Fig. 1: run 1, M1 wires
Supply wires on this layer in grey.
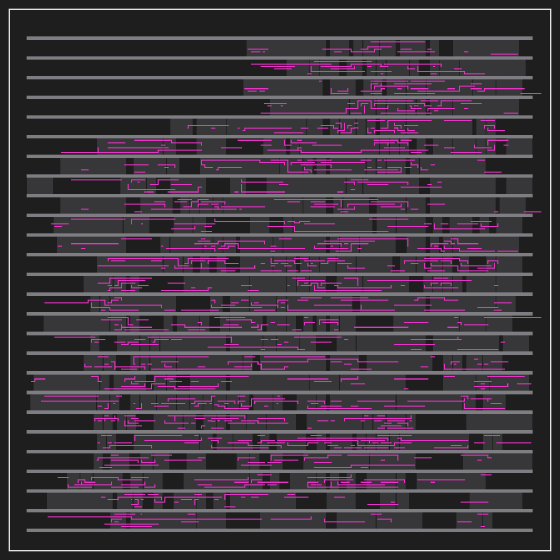
Fig. 2: run 1, nets reached from selected ports
Bar = 20 um.
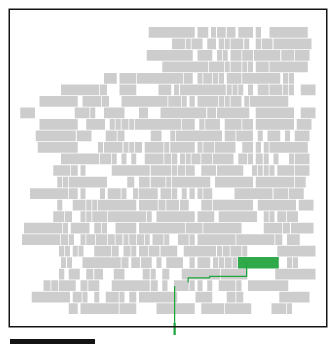
Fig. 3: run 1, metal 2
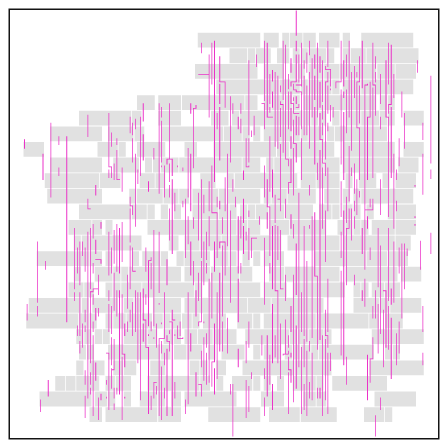
--- config.mk ---
export PLATFORM = sky130hd
export DESIGN_NAME = ps2_scancode_rx
export DESIGN_NICKNAME = d
export VERILOG_FILES = /design/src/rtl/ps2_scancode_rx.sv
export SDC_FILE = /design/constraint.sdc
export NUM_CORES = 1
export LEC_CHECK = 0
export ABC_AREA = 1
export CORE_MARGIN = 2
export CORE_UTILIZATION = 50
export CTS_CLUSTER_SIZE = 14
export DETAILED_ROUTE_END_ITERATION = 12
export PLACE_DENSITY = 0.72
export SYNTH_ARGS = -nofsm -noshare
export SYNTH_HDL_FRONTEND = slang
export SYNTH_SLANG_ARGS = --single-unit
--- constraint.sdc ---
create_clock -name clock -period 1.6 [get_ports clock]
set_input_delay 0.24 -clock clock [delete_from_list [all_inputs] [get_ports clock]]
set_output_delay 0.24 -clock clock [all_outputs]
set_load 0.005 [all_outputs]
--- src/rtl/ps2_scancode_rx.sv ---
// PS/2 keyboard receiver: conditions the pad clock and data, deframes 11-bit frames, and
// strips E0/F0 prefixes so that only make codes are reported, each with an extended tag.
module ps2_scancode_rx #(
    parameter int FILTER_LEN     = 8,
    parameter int TIMEOUT_CYC    = 100000,
    parameter bit SUPPRESS_BREAK = 1'b1
) (
    input  logic       clock,
    input  logic       reset,
    input  logic       ps2_clk,
    input  logic       ps2_data,
    output logic [7:0] scancode,
    output logic       flag,
    output logic       extended,
    output logic       frame_err
);
    localparam int FW = (FILTER_LEN > 1) ? $clog2(FILTER_LEN) : 1;
    localparam int TW = (TIMEOUT_CYC > 1) ? $clog2(TIMEOUT_CYC) : 1;

    localparam logic [1:0] IDLE   = 2'd0;
    localparam logic [1:0] DATA   = 2'd1;
    localparam logic [1:0] PARITY = 2'd2;
    localparam logic [1:0] STOP   = 2'd3;

    logic          ps2_clk_p0, ps2_clk_p1;
    logic          ps2_data_p0, ps2_data_p1;
    logic          clk_f;
    logic [FW-1:0] fcnt;
    logic          flip;
    logic          sample;
    logic [1:0]    state;
    logic [2:0]    bitcnt;
    logic [TW-1:0] tcnt;
    logic          ext_pend, brk_pend;
    logic [7:0]    shreg;
    logic          par_bit;

    // Data plus parity must carry an odd number of ones.
    function automatic logic odd_ones(input logic [7:0] d, input logic p);
        return ^{d, p};
    endfunction

    // Stage p0/p1: two-flop synchronizers, idle-high after reset
    always_ff @(posedge clock or posedge reset) begin
        if (reset) begin
            ps2_clk_p0  <= 1'b1;
            ps2_clk_p1  <= 1'b1;
            ps2_data_p0 <= 1'b1;
            ps2_data_p1 <= 1'b1;
        end else begin
            ps2_clk_p0  <= ps2_clk;
            ps2_clk_p1  <= ps2_clk_p0;
            ps2_data_p0 <= ps2_data;
            ps2_data_p1 <= ps2_data_p0;
        end
    end

    // Filtered clock flips on the FILTER_LEN-th consecutive differing sample; a flip from 1 is a sample event
    assign flip   = (ps2_clk_p1 != clk_f) && (fcnt == FW'(FILTER_LEN - 1));
    assign sample = flip && clk_f;

    always_ff @(posedge clock or posedge reset) begin
        if (reset) begin
            clk_f <= 1'b1;
            fcnt  <= '0;
        end else if (ps2_clk_p1 == clk_f) begin
            fcnt  <= '0;
        end else if (flip) begin
            clk_f <= ~clk_f;
            fcnt  <= '0;
        end else begin
            fcnt  <= fcnt + FW'(1);
        end
    end

    always_ff @(posedge clock) begin
        if (sample && state == DATA)
            shreg <= {ps2_data_p1, shreg[7:1]};
        if (sample && state == PARITY)
            par_bit <= ps2_data_p1;
    end

    // Frame FSM, timeout, and prefix handling; outputs settle the cycle after the stop-bit event
    always_ff @(posedge clock or posedge reset) begin
        if (reset) begin
            state     <= IDLE;
            bitcnt    <= '0;
            tcnt      <= '0;
            ext_pend  <= 1'b0;
            brk_pend  <= 1'b0;
            scancode  <= '0;
            extended  <= 1'b0;
            flag      <= 1'b0;
            frame_err <= 1'b0;
        end else begin
            flag      <= 1'b0;
            frame_err <= 1'b0;

            if (sample || state == IDLE)
                tcnt <= '0;
            else
                tcnt <= tcnt + TW'(1);

            if (sample) begin
                case (state)
                    IDLE: begin
                        if (!ps2_data_p1) begin
                            state  <= DATA;
                            bitcnt <= '0;
                        end
                    end
                    DATA: begin
                        bitcnt <= bitcnt + 3'd1;
                        if (bitcnt == 3'd7)
                            state <= PARITY;
                    end
                    PARITY: state <= STOP;
                    default: begin
                        state <= IDLE;
                        if (ps2_data_p1 && odd_ones(shreg, par_bit)) begin
                            if (shreg == 8'hE0) begin
                                ext_pend <= 1'b1;
                            end else if (shreg == 8'hF0) begin
                                brk_pend <= 1'b1;
                            end else begin
                                ext_pend <= 1'b0;
                                brk_pend <= 1'b0;
                                if (!(brk_pend && SUPPRESS_BREAK)) begin
                                    scancode <= shreg;
                                    extended <= ext_pend;
                                    flag     <= 1'b1;
                                end
                            end
                        end else begin
                            frame_err <= 1'b1;
                            ext_pend  <= 1'b0;
                            brk_pend  <= 1'b0;
                        end
                    end
                endcase
            end else if (state != IDLE && tcnt == TW'(TIMEOUT_CYC - 1)) begin
                frame_err <= 1'b1;
                state     <= IDLE;
                ext_pend  <= 1'b0;
                brk_pend  <= 1'b0;
            end
        end
    end
endmodule

==> Slide: Implementation Results, run 1 <==
Run Summary

Clock tree
  – Hold Buf Count CTS: 0
  – CTS tree: yes
  – Clock Sinks: 52
  – H-tree depth: 2
  – Clock transition at path regs: 0.10 ns
  – CTS Buf Count: 5

Final layout
  – Comb area: 0.00119 mm^2
  – Bufs w/o clock: 50
  – Final clock-cell share: 3.63%
  – Comb/total area: 35.6%
  – Area added between synthesis and finish: 34.1%
  – Clkbuf count: 6
  – Dominant logic cell type in the layout: nand2_1
  – Flop area: 0.00135 mm^2
  – Fin cells: 399
  – Fillers: 334

Detailed routing
  – # DRC: 0
  – Initial DRC Count: 118
  – Highest metal used: met4
  – Wire per inst: 13.5 um
  – Via/cell ratio: 5.20

STA
  – Fmax: 592 MHz
  – Setup_tns: -0.404 ns
  – Fin worst setup slack: -0.0898 ns
  – Final setup fails: 12
  – Worst Tran Pin Value: 0.342 ns
  – Final Max Slew Viols: 0
  – Worst Hold Slack: 0.266 ns
  – Worst slew margin: 77.1%
  – Endpoints failing hold: 0
  – Setup Skew: 0.0109 ns
  – Post-layout period usage: 106%

Placed design
  – Post-DP Area: 0.00293 mm^2
  – GP Congestion: 0.879
  – DP HPWL: 3390 um

Worst setup path
  – Critical path's largest stage delay: 0.49 ns
  – WS Path Type: register to register
  – Critical path's slowest cell: edfxtp_1

Floorplan
  – Core Area: 0.00475 mm^2
  – Tap cell count: 67

Status
  – Status: finished, violations left
  – Failing checks: setup timing

Synth
  – Yosys cell count: 275
  – Seq/Total Area, Yosys: 54.2%
  – Yosys reg bits: 52
  – Yosys chip area: 0.00249 mm^2
  – Area share of the largest cell type after synthesis: 38.1%
  – Cells after Synth: 275
  – Mapped Nets: 288

Power and ir drop
  – Leak: 1.51 nW
  – Pwr Density: 744 mW/mm^2
  – Total chip power: 2.49 mW

Global routing
  – GRT Residual Overflow: 0
  – Vias in the first global route: 1918
  – Largest net degree at the start of global routing: 44

Worst hold path
  – Worst hold-check path type: primary input to asynchronous set/reset pin
-- Fig. 1 (at the start) --
The layer holds 41% of the routed length. The longest straight run is 17.9 um. The wires run mostly horizontal.
DR vias: 2075
Post-Route WL: 5390 um
grt met1 use: 24.7%

-- Fig. 2 (at the start) --
Green is ps2_clk, bits 1, direction input, end cells 1, buffers 1, wire 27.2 um.
IO Count: 15
I/O Buffers: 14

-- Fig. 3 (at the start) --
The layer holds 53% of the routed length. 297 nets have wire on it. The wires run mostly vertical. The longest straight run is 33.0 um. The layer carries 2850 um of wire.

run 1: cell families after synthesis:
| group | count (synthesis) | share of synthesized area [%] |
|---|---|---|
| adders and majority gates | 9 | 4.52 |
| DFF | 52 | 54.2 |
| xor gates and xnor gates | 7 | 2.46 |
| AOI/OAI and AO/OA | 31 | 7.78 |
| and+or+nand+nor | 134 | 24.4 |
| buffers and inverters | 42 | 6.62 |
run 1: timing repair:
action	4_1_cts	5_1_grt
gates cloned	1	0
pin swaps	10	18
resized	20	42
setup endpoints to repair	21	37
setup buffers	2	6
run 1: path summary, 6_finish.rpt:
path,slack [ns],startpoint,to,cells past startpoint
worst min register to register,0.36,ps2_data_p0,ps2_data_p1,0
worst max-delay path,-0.09,shreg[1],ext_pend,12
min in group clock,0.35,ps2_data,ps2_data_p0,1
max in group asynchronous,1.06,reset,ps2_data_p0,3
worst min-delay path,0.27,reset,fcnt[2],3
worst max register to register,-0.09,shreg[1],ext_pend,12
run 1: where the power goes:
group,switching (mW),total [mW],internal [mW],leakage (nW)
sequential,0.0229,1.42,1.40,0.660
combinational,0.0773,0.132,0.0543,0.787
clock,0.423,0.935,0.512,0.0614
run 1: per-layer routing:
layer	GRT usage (%)	vias to the layer above
li1	-	1000
met1	24.7	1002
met2	33.3	58
met3	3.61	15
met4	8.13	0
met5	0	-
run 1: registers in the layout, summed over array words and instances (netlist names), 2 cells and up:
signal	cells
tcnt	17
fcnt	3
shreg	8
state	2
scancode	8
bitcnt	3
run 1: Yosys cell counts, drive strengths merged:
cell type	number
nand2	73
inv	39
dfrtp	38
nor2	30
o21ai	16
nand3	14
nor3	12
a21oi	9
edfxtp	9
ha	9
dfstp	5
xnor2	4
xor2	3
a32o	2
nand4	2
nor4	2
a211oi	1
a21boi	1
a31o	1
a31oi	1
buf	1
clkbuf	1
clkinv	1
nor3b	1
==> run 2, diff against run 1 <==
- CAP_MARGIN: not set -> 10
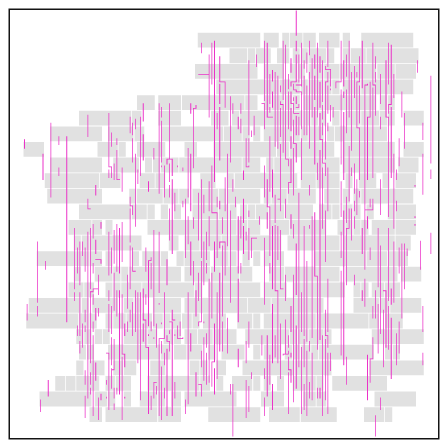
Fig. 4. Metal 2 (run 2).
The layer holds 53% of the routed length. The layer carries 2850 um of wire. The wires run mostly vertical. The longest straight run is 33.0 um.
M2 GR Usage: 33.3%

==> run 2 against run 1 <==
The flow still finishes with violations (setup timing). Routed wire length is the same. Via count is the same. Critical path depth is the same. Largest cell class unchanged. Largest power group unchanged.
==> Slide: Implementation Results, run 2 <==
Run Summary

Synth
  – Synth top cell by count: nand2_1
  – Dominant flop cell: dfrtp_1
  – Yosys reg bits: 52
  – Area share of the largest cell type after synthesis: 38.1%
  – Top cells by count: 67 x nand2_1, 38 x dfrtp_1, 37 x inv_1, 24 x nor2_1
  – Number of enable flip-flop cells: 9
  – Yosys cell count: 275
  – Seq/Total Area, Yosys: 54.2%
  – Yosys chip area: 0.00249 mm^2
  – Mapped Nets: 288
  – Asr flop ratio synth: 82.7%

STA
  – Worst Tran Pin Value: 0.342 ns
  – Final Max Slew Viols: 0
  – Post-layout period usage: 106%
  – Worst Hold Slack: 0.266 ns
  – Final setup fails: 12
  – Fmax: 592 MHz
  – Fin worst setup slack: -0.0898 ns
  – Endpoints failing hold: 0

Clock tree
  – H-tree depth: 2
  – Clock Sinks: 52
  – Hold Buf Count CTS: 0
  – CTS Buf Count: 5
  – Clock transition at path regs: 0.10 ns
  – CTS tree: yes

Final layout
  – Dominant logic cell type in the layout: nand2_1
  – Fillers: 334
  – Comb area: 0.00119 mm^2
  – Bufs w/o clock: 50
  – Largest Register: tcnt
  – Fin cells: 399
  – Clkbuf count: 6
  – Largest registers: tcnt (17), scancode (8), shreg (8)
  – Max FFs per register: 17
  – Area added between synthesis and finish: 34.1%
  – Final clock-cell share: 3.63%

Detailed routing
  – Wire per inst: 13.5 um
  – # DRC: 0
  – Via/cell ratio: 5.20
  – Post-Route WL: 5390 um
  – Initial DRC Count: 118
  – DR vias: 2075

Power and ir drop
  – Share of power burned in registers: 57.1%
  – Internal power: 1.96 mW
  – Sw Share: 21.0%
  – Clk power: 935 uW
  – Power Combinational: 132 uW
  – Top power group: sequential cells
  – Switching Power: 523 uW
  – Pwr Density: 744 mW/mm^2
  – Leak: 1.51 nW
  – Comb pwr share: 5.3%
  – Total chip power: 2.49 mW
  – Clock group share of total power: 37.6%

Placed design
  – I/O Buffers: 14
  – GP Congestion: 0.879

Global routing
  – GRT Residual Overflow: 0
  – Vias in the first global route: 1918

Status
  – Status: finished, violations left
  – Failing checks: setup timing

Worst setup path
  – Critical path's slowest cell: edfxtp_1
  – Critical path's largest stage delay: 0.49 ns
  – WS Path Type: register to register

Worst hold path
  – Worst hold-check path type: primary input to asynchronous set/reset pin

Floorplan
  – Core Area: 0.00475 mm^2
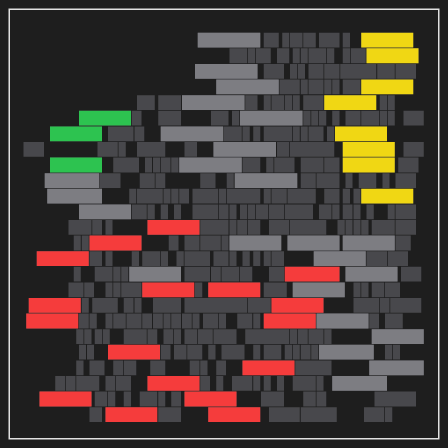
Fig. 5. Sequential cells grouped by signal name (run 2).
Other sequential cells in the stronger grey, the rest of the logic in the fainter grey.
Green is bitcnt, sequential cells 3. Yellow is scancode, sequential cells 8, where top right. Red is tcnt, sequential cells 17.
P_seq: 1.42 mW
Flop area: 0.00135 mm^2

==> run 2: repair_timing <==
action | CTS | global route
pin swaps | 10 | 18
endpoints found under the hold margin | 0 | 0
cloned | 1 | 0
setup buffers | 2 | 6
gates resized | 20 | 42
setup endpoints to repair | 21 | 37
==> run 2: kinds of logic (layout without fill, tap and decap cells) <==
kind of cell	after synthesis	after routing	share of synthesized area, %
AND/OR/NAND/NOR	134	135	24.4
buffers and inverters	42	98	6.62
adder cells (fa/ha/maj)	9	9	4.52
flip-flops	52	52	54.2
XOR/XNOR	7	7	2.46
AND-OR/OR-AND	31	31	7.78
==> run 2: metrics by stage <==
stage	utilization [%]	area [um^2]	setup TNS, ns
final	70.3	3340	-0.404
after global placement	61.6	2930	-0.436
after floorplan	-	2500	0
after CTS	66.0	3140	-0.206
after global routing	70.3	3340	-1.69
after detailed placement	61.6	2930	-0.714
==> run 2: per-layer routing <==
layer  up-vias  part of all wire (%)  global-route usage [%]
li1       1000                     -                       -
met1      1002                    41                    24.7
met2        58                    53                    33.3
met3        15                   3.9                    3.61
met4         0                   1.9                    8.13
met5         -                     0                       0
==> run 2: path summary, 6_finish.rpt <==
kind	slack [ns]	depth (start not counted)	endpoint	from
max	-0.09	12	ext_pend	shreg[1]
max in group asynchronous	1.06	3	ps2_data_p0	reset
min in group clock	0.35	1	ps2_data_p0	ps2_data
min reg2reg	0.36	0	ps2_data_p1	ps2_data_p0
min	0.27	3	fcnt[2]	reset
max reg2reg	-0.09	12	ext_pend	shreg[1]
==> run 2: worst max-delay path: cells and delay by family, from the launching register on <==
kind | cells | cell delay (ns)
AOI/OAI and AO/OA | 1 | 0.07
buffers and inverters | 2 | 0.18
DFF | 1 | 0.49
and+or+nand+nor | 9 | 0.89
No activity file was given, so power comes from the tool's default toggle rates.
